--- src/rtl/leak_pkg.sv ---
// Shared definitions for the two-share masked-byte link: frame layout,
// receiver state encoding and the Hamming-weight helper.
package leak_pkg;

  localparam int FRAME_LEN  = 3;
  localparam int TAG_HW_MSB = 3;

  typedef enum logic [1:0] {
    GET_S0  = 2'd0,
    GET_S1  = 2'd1,
    GET_TAG = 2'd2,
    OUT     = 2'd3
  } state_t;

  function automatic logic [3:0] hw8(input logic [7:0] b);
    logic [3:0] acc;
    acc = 4'd0;
    for (int i = 0; i < 8; i++) begin
      acc = acc + {3'd0, b[i]};
    end
    return acc;
  endfunction

endpackage

--- src/rtl/share_recombiner_if.sv ---
// Byte-stream input and recovered-frame output handshakes of the recombiner.
interface share_recombiner_if;
  import leak_pkg::*;

  logic [7:0] in_data;
  logic       in_valid;
  logic       in_ready;
  logic [7:0] out_data;
  logic [3:0] out_hw;
  logic       out_err;
  logic       out_valid;
  logic       out_ready;

  modport master (
    output in_data, in_valid, out_ready,
    input  in_ready, out_data, out_hw, out_err, out_valid
  );

  modport slave (
    input  in_data, in_valid, out_ready,
    output in_ready, out_data, out_hw, out_err, out_valid
  );

endinterface

--- src/rtl/share_recombiner_popcount8.sv ---
// Combinational 8-bit population count, result 0..8.
module popcount8
  import leak_pkg::*;
(
  input  logic [7:0] data,
  output logic [3:0] count
);

  assign count = hw8(data);

endmodule

--- src/rtl/share_recombiner.sv ---
// Recombines (share0, share1, tag) frames into the unmasked byte, checks the tag
// against its Hamming weight and hands the result downstream with counters.
module share_recombiner
  import leak_pkg::*;
#(
  parameter int CNT_W       = 16,
  parameter bit CHECK_UPPER = 1'b1
) (
  input  logic             clk,
  input  logic             rst_n,
  share_recombiner_if.slave bus,
  output logic [CNT_W-1:0] frame_count,
  output logic [CNT_W-1:0] err_count
);

  localparam logic [CNT_W-1:0] CNT_MAX = {CNT_W{1'b1}};

  state_t     state_q, state_d;
  logic [7:0] share0_q;
  logic [7:0] d_q;
  logic [3:0] hw_q;
  logic [7:0] d_w;
  logic [3:0] hw_w;
  logic [7:0] out_data_q;
  logic [3:0] out_hw_q;
  logic       out_err_q;
  logic       tag_err;
  logic       in_xfer;
  logic       out_xfer;

  assign bus.in_ready  = (state_q != OUT);
  assign bus.out_valid = (state_q == OUT);
  assign bus.out_data  = out_data_q;
  assign bus.out_hw    = out_hw_q;
  assign bus.out_err   = out_err_q;

  assign in_xfer  = bus.in_valid & bus.in_ready;
  assign out_xfer = bus.out_valid & bus.out_ready;

  assign d_w = share0_q ^ bus.in_data;

  popcount8 u_popcount8 (
    .data  (d_w),
    .count (hw_w)
  );

  assign tag_err = (bus.in_data[TAG_HW_MSB:0] != hw_q) |
                   (CHECK_UPPER & (bus.in_data[7:TAG_HW_MSB+1] != '0));

  always_ff @(posedge clk or negedge rst_n) begin
    if (!rst_n) state_q <= GET_S0;
    else        state_q <= state_d;
  end

  always_comb begin
    state_d = state_q;
    case (state_q)
      GET_S0:  if (in_xfer)  state_d = GET_S1;
      GET_S1:  if (in_xfer)  state_d = GET_TAG;
      GET_TAG: if (in_xfer)  state_d = OUT;
      OUT:     if (out_xfer) state_d = GET_S0;
      default:               state_d = GET_S0;
    endcase
  end

  // Recovered byte and its weight are captured on share1 so the tag check only
  // compares against registers when the tag arrives.
  always_ff @(posedge clk or negedge rst_n) begin
    if (!rst_n) begin
      share0_q   <= '0;
      d_q        <= '0;
      hw_q       <= '0;
      out_data_q <= '0;
      out_hw_q   <= '0;
      out_err_q  <= 1'b0;
    end else if (in_xfer) begin
      case (state_q)
        GET_S0:  share0_q <= bus.in_data;
        GET_S1: begin
          d_q  <= d_w;
          hw_q <= hw_w;
        end
        GET_TAG: begin
          out_data_q <= d_q;
          out_hw_q   <= hw_q;
          out_err_q  <= tag_err;
        end
        default: ;
      endcase
    end
  end

  always_ff @(posedge clk or negedge rst_n) begin
    if (!rst_n) begin
      frame_count <= '0;
      err_count   <= '0;
    end else if (out_xfer) begin
      if (frame_count != CNT_MAX) frame_count <= frame_count + 1'b1;
      if (out_err_q && (err_count != CNT_MAX)) err_count <= err_count + 1'b1;
    end
  end

endmodule

--- src/flat_wrapper.sv ---
// flat-port wrapper written by rule: the top's interface ports become plain ports
module share_recombiner_flat import leak_pkg::*;
#(
  parameter int CNT_W       = 16,
  parameter bit CHECK_UPPER = 1'b1
)
  (clk, rst_n, frame_count, err_count, bus_in_data, bus_in_valid, bus_out_ready, bus_in_ready, bus_out_data, bus_out_hw, bus_out_err, bus_out_valid);
  share_recombiner_if bus_i ();
  input  logic clk;
  input  logic rst_n;
  output logic [CNT_W-1:0] frame_count;
  output logic [CNT_W-1:0] err_count;
  input wire logic [$bits(bus_i.in_data)-1:0] bus_in_data;
  input wire logic [$bits(bus_i.in_valid)-1:0] bus_in_valid;
  input wire logic [$bits(bus_i.out_ready)-1:0] bus_out_ready;
  output wire logic [$bits(bus_i.in_ready)-1:0] bus_in_ready;
  output wire logic [$bits(bus_i.out_data)-1:0] bus_out_data;
  output wire logic [$bits(bus_i.out_hw)-1:0] bus_out_hw;
  output wire logic [$bits(bus_i.out_err)-1:0] bus_out_err;
  output wire logic [$bits(bus_i.out_valid)-1:0] bus_out_valid;
  assign bus_i.in_data = bus_in_data;
  assign bus_i.in_valid = bus_in_valid;
  assign bus_i.out_ready = bus_out_ready;
  assign bus_in_ready = bus_i.in_ready;
  assign bus_out_data = bus_i.out_data;
  assign bus_out_hw = bus_i.out_hw;
  assign bus_out_err = bus_i.out_err;
  assign bus_out_valid = bus_i.out_valid;
  share_recombiner #(.CNT_W(CNT_W), .CHECK_UPPER(CHECK_UPPER)) u_core (.clk(clk), .rst_n(rst_n), .bus(bus_i), .frame_count(frame_count), .err_count(err_count));
endmodule
--- config.mk ---
export PLATFORM = sky130hd
export DESIGN_NAME = share_recombiner_flat
export DESIGN_NICKNAME = d
export VERILOG_FILES = /design/src/rtl/leak_pkg.sv /design/src/rtl/share_recombiner_if.sv /design/src/rtl/share_recombiner_popcount8.sv /design/src/rtl/share_recombiner.sv /design/src/flat_wrapper.sv
export SDC_FILE = /design/constraint.sdc
export NUM_CORES = 1
export LEC_CHECK = 0
export CORE_AREA = 2 2 89 91
export CTS_BUF_LIST = sky130_fd_sc_hd__clkbuf_8
export DETAILED_ROUTE_END_ITERATION = 8
export DIE_AREA = 0 0 91 93
export HOLD_SLACK_MARGIN = 0.08
export PLACE_DENSITY = 0.68
export SLEW_MARGIN = 30
export SYNTH_ARGS = -nofsm -noshare
export SYNTH_HDL_FRONTEND = slang
export SYNTH_SLANG_ARGS = --single-unit
--- constraint.sdc ---
create_clock -name clk -period 6.2 [get_ports clk]
set_input_delay 0.62 -clock clk [delete_from_list [all_inputs] [get_ports clk]]
set_output_delay 0.62 -clock clk [all_outputs]
set_load 0.05 [all_outputs]
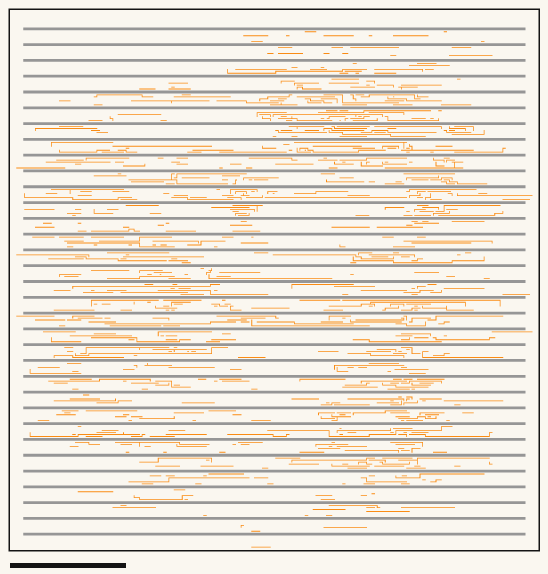
Run 1: met1 routing
The bar under the picture is 20 µm long. Supply wires on this layer in grey.
- share of all routed wire: 48%
- wire length on this layer: 3080 µm
- main direction: horizontal
- longest straight run: 27.1 µm
- nets with wire on the layer: 318

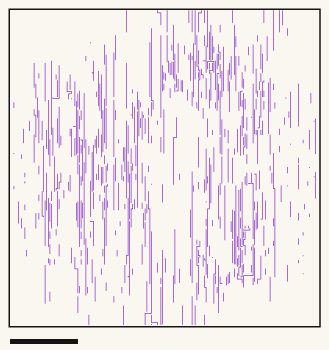
Run 1: metal 2
The bar under the picture is 20 µm long.
- wire length on this layer: 2940 µm
- main direction: vertical
- share of all routed wire: 46%
- nets with wire on the layer: 307

==> run notes, run 1 <==
Numbers from the implementation run.

The flow ran to the end, and the final reports show no timing, DRC or antenna violations. The cell count after synthesis is 272. The area fraction of the largest cell type after synthesis is 0.514. The most used cell along the critical path is fa_1. The HPWL reported at the end of detailed placement is 4560 µm.

The maximum number of pins on one net before global-route repair is 68. The worst setup slack for register-to-register paths is 3.06 ns. The tool warning count for the run is 30. The worst setup path startpoint is bus_in_data[3]. The global-route usage over all layers is 0.163. On the final layout, the worst clock skew is 0.00816 ns.

The adder and majority cell fraction of the synthesized area is 0.0629. The cell chosen for the clock root is clkbuf_8. The synthesis run identifies the leading combinational cell family as simple AND/OR/NAND/NOR gates.

The areal power density over the cells is 498 nW/µm². The netlist area before placement is 3260 µm². The total power draw is 2.06 mW. In this run the VDD rail shows a maximum IR drop of 0.343 mV. Looking at the cell usage after synthesis, the top flip-flop cell is dfrtp_1. The count of buffer and inverter cells on the critical path is 4. The critical-path cell with the highest stage delay is clkdlybuf4s50_1.

Yosys stat counts 272 cells in the synthesized netlist. The synthesized design contains 0 enable-type register cells. Clock-pin slew was measured on the worst setup and hold paths at 0.07 ns. Setup violations remaining at the end of the flow were counted as 0. Leaving out filler cells and counting taps, the final layout contains 444. The clock latency reported for the late side of the worst-skew pair is 0.34 ns.

The number of buffers added by the clock tree synthesis step is 9. The fraction of layout cells with a size suffix above 1 is 0.155. Per the log, the first TritonRoute iteration ended with a DRC count of 61.

The final wirelength is 6360 µm. The floorplan core area is 7530 µm². For this run, the script counts the antenna cells in the layout as 0. The initial antenna violation count was 0.

The count of placed standard cells including taps is 430. The setup slack at placement is 2.27 ns. Sorting the synthesized cells by area gives the leading types as dfrtp_1, mux2_2, xor2_1, xnor2_1, ha_1.

The count of hold-fix buffers inserted at cts is 0. The signal on the critical path passes through clkdlybuf4s50_1, xor2_1, fa_1, fa_1, inv_1, fa_1, inv_1, ha_1, inv_1, fa_1, xor2_1, o21ai_0. The mean post-synth cell area is 12.0 µm². Looking at the clock tree report, the maximum root-to-sink buffer count equals 2. The final antenna-violating net count is 0.

The kind of end point of the critical path is a flip-flop.
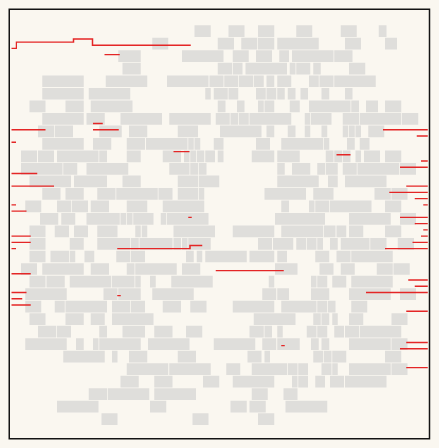
Run 1: met3 routing
- wire length on this layer: 234 µm
- nets with wire on the layer: 39

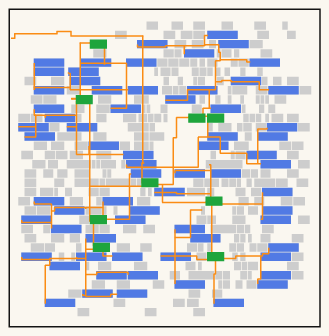
Run 1: clock wires, drivers and flops
- blue: flip-flops (count 67)
- orange: clock wires (length 887 µm)
- green: cells driving clock nets (count 9)
- flops lie: spread over the die

run 1: where the power goes:
| part | internal, mW | leakage (nW) | switching (mW) |
|---|---|---|---|
| sequential | 0.580 | 0.858 | 0.112 |
| combinational | 0.418 | 0.848 | 0.607 |
| clock | 0.190 | 0.0992 | 0.156 |
| total | 1.19 | 1.80 | 0.875 |
run 1: worst reg2reg max path, stage by stage, from the launching register on:
cell     delay [ns]
dfrtp_1        0.39
xor2_1         0.24
fa_1           0.49
fa_1           0.52
inv_1          0.05
fa_1           0.44
inv_1          0.07
ha_1           0.17
inv_1          0.06
fa_1           0.37
xor2_1         0.15
o21ai_0        0.13
run 1: layout make-up:
type	count	area [µm²]	area share
Tap cell	102	128	0.0308
Sequential cell	67	1680	0.405
Multi-Input combinational cell	193	1540	0.371
Inverter	9	33.8	0.00816
Timing Repair Buffer	59	583	0.141
Clock inverter	4	43.8	0.0106
Clock buffer	10	138	0.0332
run 1: per-stage QoR:
stage               hold slack (ns)   util  cell area (µm²)
detailed placement            0.481  0.526             3960
global route                  0.525  0.550             4140
finish                        0.460  0.550             4140
global placement              0.469  0.526             3960
floorplan                     0.324      -             3260
CTS                           0.496  0.550             4140
run 1: sequential cells by signal, summed over array words and instances, names as in the netlist:
register and cells:
u_core.bus.out_data 8, u_core.bus.out_err 1, u_core.bus.out_hw 4, u_core.d_q 8
u_core.err_count 16, u_core.frame_count 16, u_core.hw_q 4, u_core.share0_q 8
u_core.state_q 2
run 1: layer usage:
metal,part of all wire,global-route usage,vias up
met1,0.48,0.219,1101
met5,0,0,-
met4,0.017,0.0795,0
li1,-,-,1100
met2,0.46,0.251,48
met3,0.037,0.0363,9
Run 1, routing congestion map:
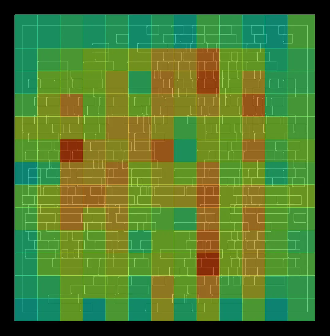

==> run 2, diff against run 1 <==
Clock period 6.2 ns to 3.37 ns, I/O delays scaled along.
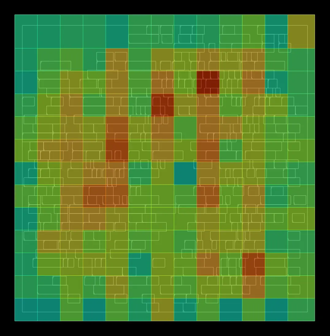
Run 2: routing congestion map
GR Util met2: 0.253
final core occ: 0.563
met3 track demand over resource: 0.0379
global-route total usage across every layer: 0.163
GRT Max-Usage Layer: met2

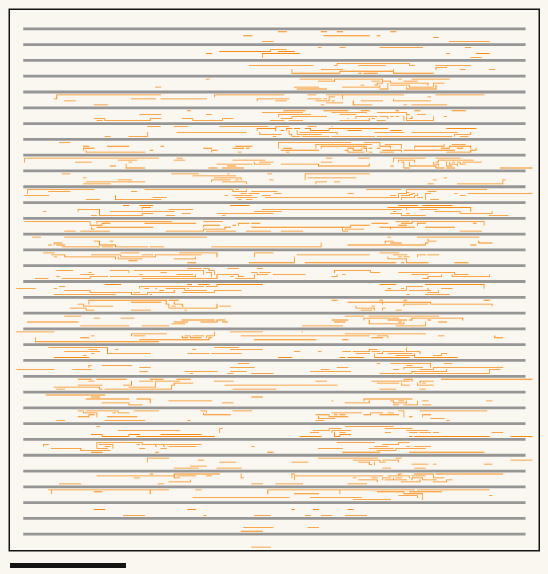
Run 2: met1 routing
The bar under the picture is 20 µm long. Supply wires on this layer in grey.
- main direction: horizontal
- share of all routed wire: 47%
- wire length on this layer: 3100 µm

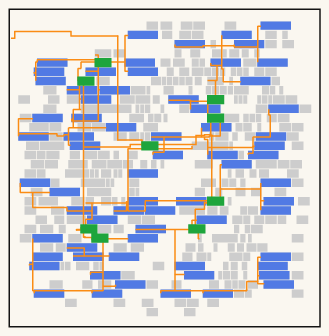
Run 2: clock wires, drivers and flops
- blue: flip-flops (count 67)
- orange: clock wires (length 884 µm)
- green: cells driving clock nets (count 9)
- flops lie: spread over the die
- routed clock nets: 10

==> run notes, run 2 <==
Numbers from the implementation run.

The run finished with clean final reports. The mean post-synth cell area is 12.0 µm² (unchanged). The count of library flops with an enable pin is 0 (unchanged).

The placed cell area is 3980 µm² (+0.57%). The area occupied by multi-input gates is 1560 µm² (+1.5%). The design area was 4240 µm² (+2.4%).

The adder and majority cell fraction of the synthesized area is 0.0629 (unchanged). The worst-case hold slack is 0.490 ns (+0.0296 ns). The cell count after synthesis is 272 (unchanged). The final cell count without fillers is 450 (+1.4%). STA classifies the critical path endpoint as a flip-flop. The power attributed to the clock group is 0.758 mW (+120%).

The number of cells in the yosys synthesis report is 272 (unchanged). The total inserted antenna cells is 0 (unchanged). The cell sequence reported for the critical path is clkdlybuf4s50_1, xor2_2, fa_1, fa_1, inv_1, fa_1, inv_1, ha_1, inv_1, fa_1, xor2_1, o21ai_0. The worst setup slack for register-to-register paths is 0.25 ns (-2.81 ns). The number of buffers added by the clock tree synthesis step came to 9 (unchanged). The heaviest power group is combinational cells.

The count of placed standard cells including taps is 433 (+0.70%). The total power draw came to 3.92 mW (+90%). The power dissipated in combinational cells was 1.88 mW (+83%). The maximum number of pins on one net before global-route repair was 43 (-37%). The main kind of combinational logic by area is simple AND/OR/NAND/NOR gates. The count of tool warnings came to 30 (unchanged).

The final antenna-violating net count is 0 (unchanged). The initial antenna violation count came to 0 (unchanged). The cell chosen for the clock root is clkbuf_8.

The areal power density over the cells is 924 nW/µm² (+85%). The internal power consumption is 2.30 mW (+93%). The floorplan core area is 7530 µm² (unchanged).

The clock transition at the registers of the reported paths is 0.07 ns (about the same). The fraction of layout cells with a size suffix above 1 is 0.175 (+0.0203). In the synthesized netlist the dominant register cell turns out to be dfrtp_1. The switching power came to 1.62 mW (+85%). The number of buffers between clock root and the deepest sink is 2 (unchanged). The fraction of power consumed by the clock network is 0.193 (+0.025). The timing report shows the most common cell along the critical path to be fa_1.
-- run 2: kinds of logic (layout without fill, tap and decap cells) --
family / count (synthesis) / in the layout
XOR/XNOR: 37 / 37
flip-flops: 67 / 67
buffers and inverters: 12 / 88
multiplexers: 31 / 31
AND-OR/OR-AND: 18 / 18
AND/OR/NAND/NOR: 93 / 93
adder cells (fa/ha/maj): 14 / 14
-- run 2: worst paths after layout --
check                                               startpoint                           endpoint  cells past startpoint
worst max register to register  u_core.share0_q[3]$_DFFE_PN0P_         u_core.hw_q[2]$_DFFE_PN0P_                     11
min in group asynchronous                                rst_n  u_core.frame_count[8]$_DFFE_PN0P_                      2
worst min-delay path                 u_core.d_q[7]$_DFFE_PN0P_          u_core.d_q[7]$_DFFE_PN0P_                      2
worst min register to register       u_core.d_q[7]$_DFFE_PN0P_          u_core.d_q[7]$_DFFE_PN0P_                      2
worst max-delay path                            bus_in_data[3]         u_core.hw_q[2]$_DFFE_PN0P_                     12
max in group asynchronous                                rst_n     u_core.share0_q[5]$_DFFE_PN0P_                      3
-- run 2: per-layer routing --
layer / global-route usage / vias to the layer above / routed length, µm
li1: - / 1114 / -
met1: 0.219 / 1114 / 3100
met2: 0.253 / 66 / 3090
met3: 0.0379 / 8 / 339
met4: 0.0707 / 0 / 96
met5: 0 / - / 0
-- run 2: layout make-up --
| cell class | count | share of cell area |
|---|---|---|
| repair buffers | 63 | 0.145 |
| multi-input cells | 193 | 0.368 |
| clock inverters | 5 | 0.0180 |
| well taps | 102 | 0.0301 |
| flip-flops and latches | 67 | 0.395 |
| inverters | 9 | 0.00796 |
| clock buffers | 11 | 0.0357 |
-- run 2: what timing repair did --
action	CTS	global route
gates resized	0	3
hold endpoints to repair	25	0
setup endpoints to repair	0	2
setup buffers	0	0
hold buffers	1	0
Run 2, metal 2:
The bar under the picture is 20 µm long.
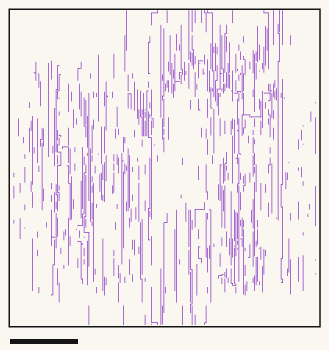

==> run 3, diff against run 2 <==
Settings changed: CORE_AREA 2 2 89 91 to 3 3 90 92, DIE_AREA 0 0 91 93 to 0 0 93 95, MAX_ROUTING_LAYER set to met4.
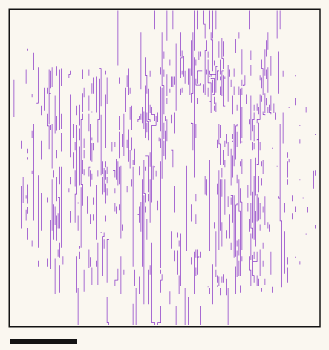
Run 3: metal 2
The bar under the picture is 20 µm long.
- main direction: vertical
- wire length on this layer: 3020 µm
- nets with wire on the layer: 324
- longest straight run: 36.0 µm
- share of all routed wire: 47%

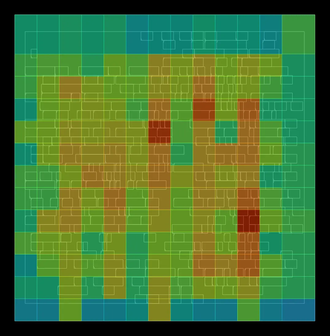
Run 3: routing congestion map
met3 track demand over resource: 0.0311
final core occ: 0.573
routed wirelength normalized by instance count: 14.4 µm

==> run notes, run 3 <==
Numbers from the implementation run.

The number of buffers between clock root and the deepest sink is 2 (unchanged). The fraction of power consumed by the clock network is 0.158 (-0.035). The cell chosen for the clock root is clkbuf_8. The count of hold-fix buffers inserted at cts is 0 (-1). The depth of the worst register-to-register path is 11 (unchanged).

The number of cells in the yosys synthesis report came to 272 (unchanged). The cell count after synthesis came to 272 (unchanged). The area figure in the yosys stat output is 3260 µm². The count of library flops with an enable pin is 0 (unchanged).

The global-route usage over all layers is 0.165 (+0.00295). The routed length on met3 is 290 µm (-14%). The worst setup path is captured at a flip-flop. The critical path ends at u_core.hw_q[2]$_DFFE_PN0P_. The placed cell area is 3980 µm² (about the same). The wire length the detailed router placed on met1 is 3010 µm (-3.0%).

The mean post-synth cell area is 12.0 µm² (unchanged). The total inserted antenna cells came to 0 (unchanged). The flow ran to the end, and the final reports show no timing, DRC or antenna violations. The areal power density over the cells is 901 nW/µm² (-2.5%). Global route summary, busiest routing layer listed as met2. The global-route track usage on met1 is 0.220 (+0.000978). Looking at the reg2reg group, the worst path starts from u_core.share0_q[1]$_DFFE_PN0P_. The internal power consumption came to 2.17 mW (-5.7%).

The initial antenna violation count is 0 (unchanged). The adder and majority cell fraction of the synthesized area is 0.0629 (unchanged). The number of buffers added by the clock tree synthesis step was 9 (unchanged). The maximum number of pins on one net before global-route repair was 35 (-19%).

The post-CTS repair timing setup buffer count is 0 (unchanged). The switching power is 1.60 mW (-1.4%). The floorplan core area is 7290 µm² (-3.1%).
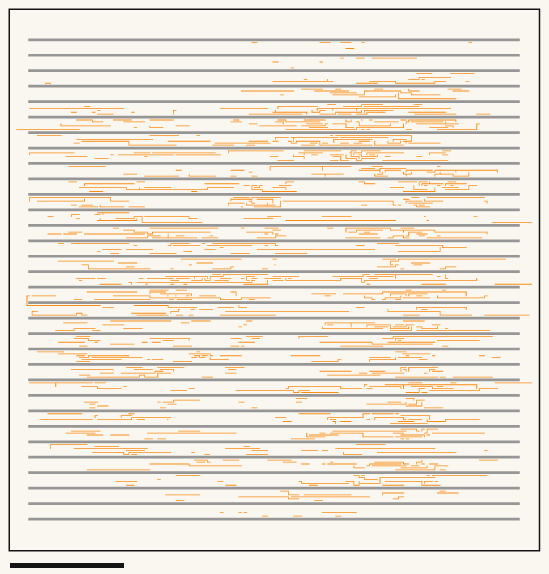
Run 3: met1 routing
The bar under the picture is 20 µm long. Supply wires on this layer in grey.
- wire length on this layer: 3010 µm
- longest straight run: 23.5 µm

## run 3: cell type report
type,instances,area (µm²)
tap,99,124
multi-input combinational,193,1560
clock inverter,3,13.8
sequential,67,1680
fill,636,3110
timing repair buffer,62,606
inverter,9,33.8
clock buffer,12,165
## run 3: per-stage QoR
| step | setup TNS, ns | power, mW | instances | hold slack [ns] |
|---|---|---|---|---|
| final | 0 | 3.76 | 445 | 0.0726 |
| after global routing | 0 | 4.09 | 445 | 0.126 |
| after CTS | 0 | 3.81 | 445 | 0.0916 |
| after detailed placement | -0.504 | 3.19 | 430 | 0.461 |
| after global placement | -0.280 | 3.12 | 430 | 0.454 |
| after floorplan | 0 | 2.62 | 272 | 0.0414 |
## run 3: power by group through the flow
stage	sequential [mW]	combinational, mW	clock (mW)
5_1_grt	1.31	2.11	0.658
2_1_floorplan	1.68	0.943	0
6_report	1.27	1.89	0.596
4_1_cts	1.27	1.92	0.621
3_3_place_gp	1.28	1.84	0
3_5_place_dp	1.28	1.91	0
## run 3: critical path, stage by stage
cell	delay, ns
clkdlybuf4s50_1	0.53
xor2_2	0.18
fa_1	0.46
fa_1	0.51
inv_1	0.05
fa_1	0.44
inv_1	0.07
ha_1	0.16
inv_1	0.05
fa_1	0.37
xor2_1	0.15
o21ai_0	0.13
## run 3: worst min-delay path by stage
stage | start | to | depth (start not counted)
after global placement | rst_n | u_core.bus.out_data[1]$_DFFE_PN0P_ | 1
after floorplan | rst_n | u_core.bus.out_data[0]$_DFFE_PN0P_ | 0
after detailed placement | rst_n | u_core.bus.out_data[0]$_DFFE_PN0P_ | 1
after CTS | rst_n | u_core.frame_count[14]$_DFFE_PN0P_ | 1
after global routing | rst_n | u_core.bus.out_data[0]$_DFFE_PN0P_ | 1
final | rst_n | u_core.bus.out_data[0]$_DFFE_PN0P_ | 1
Power and IR drop assume default switching activity.
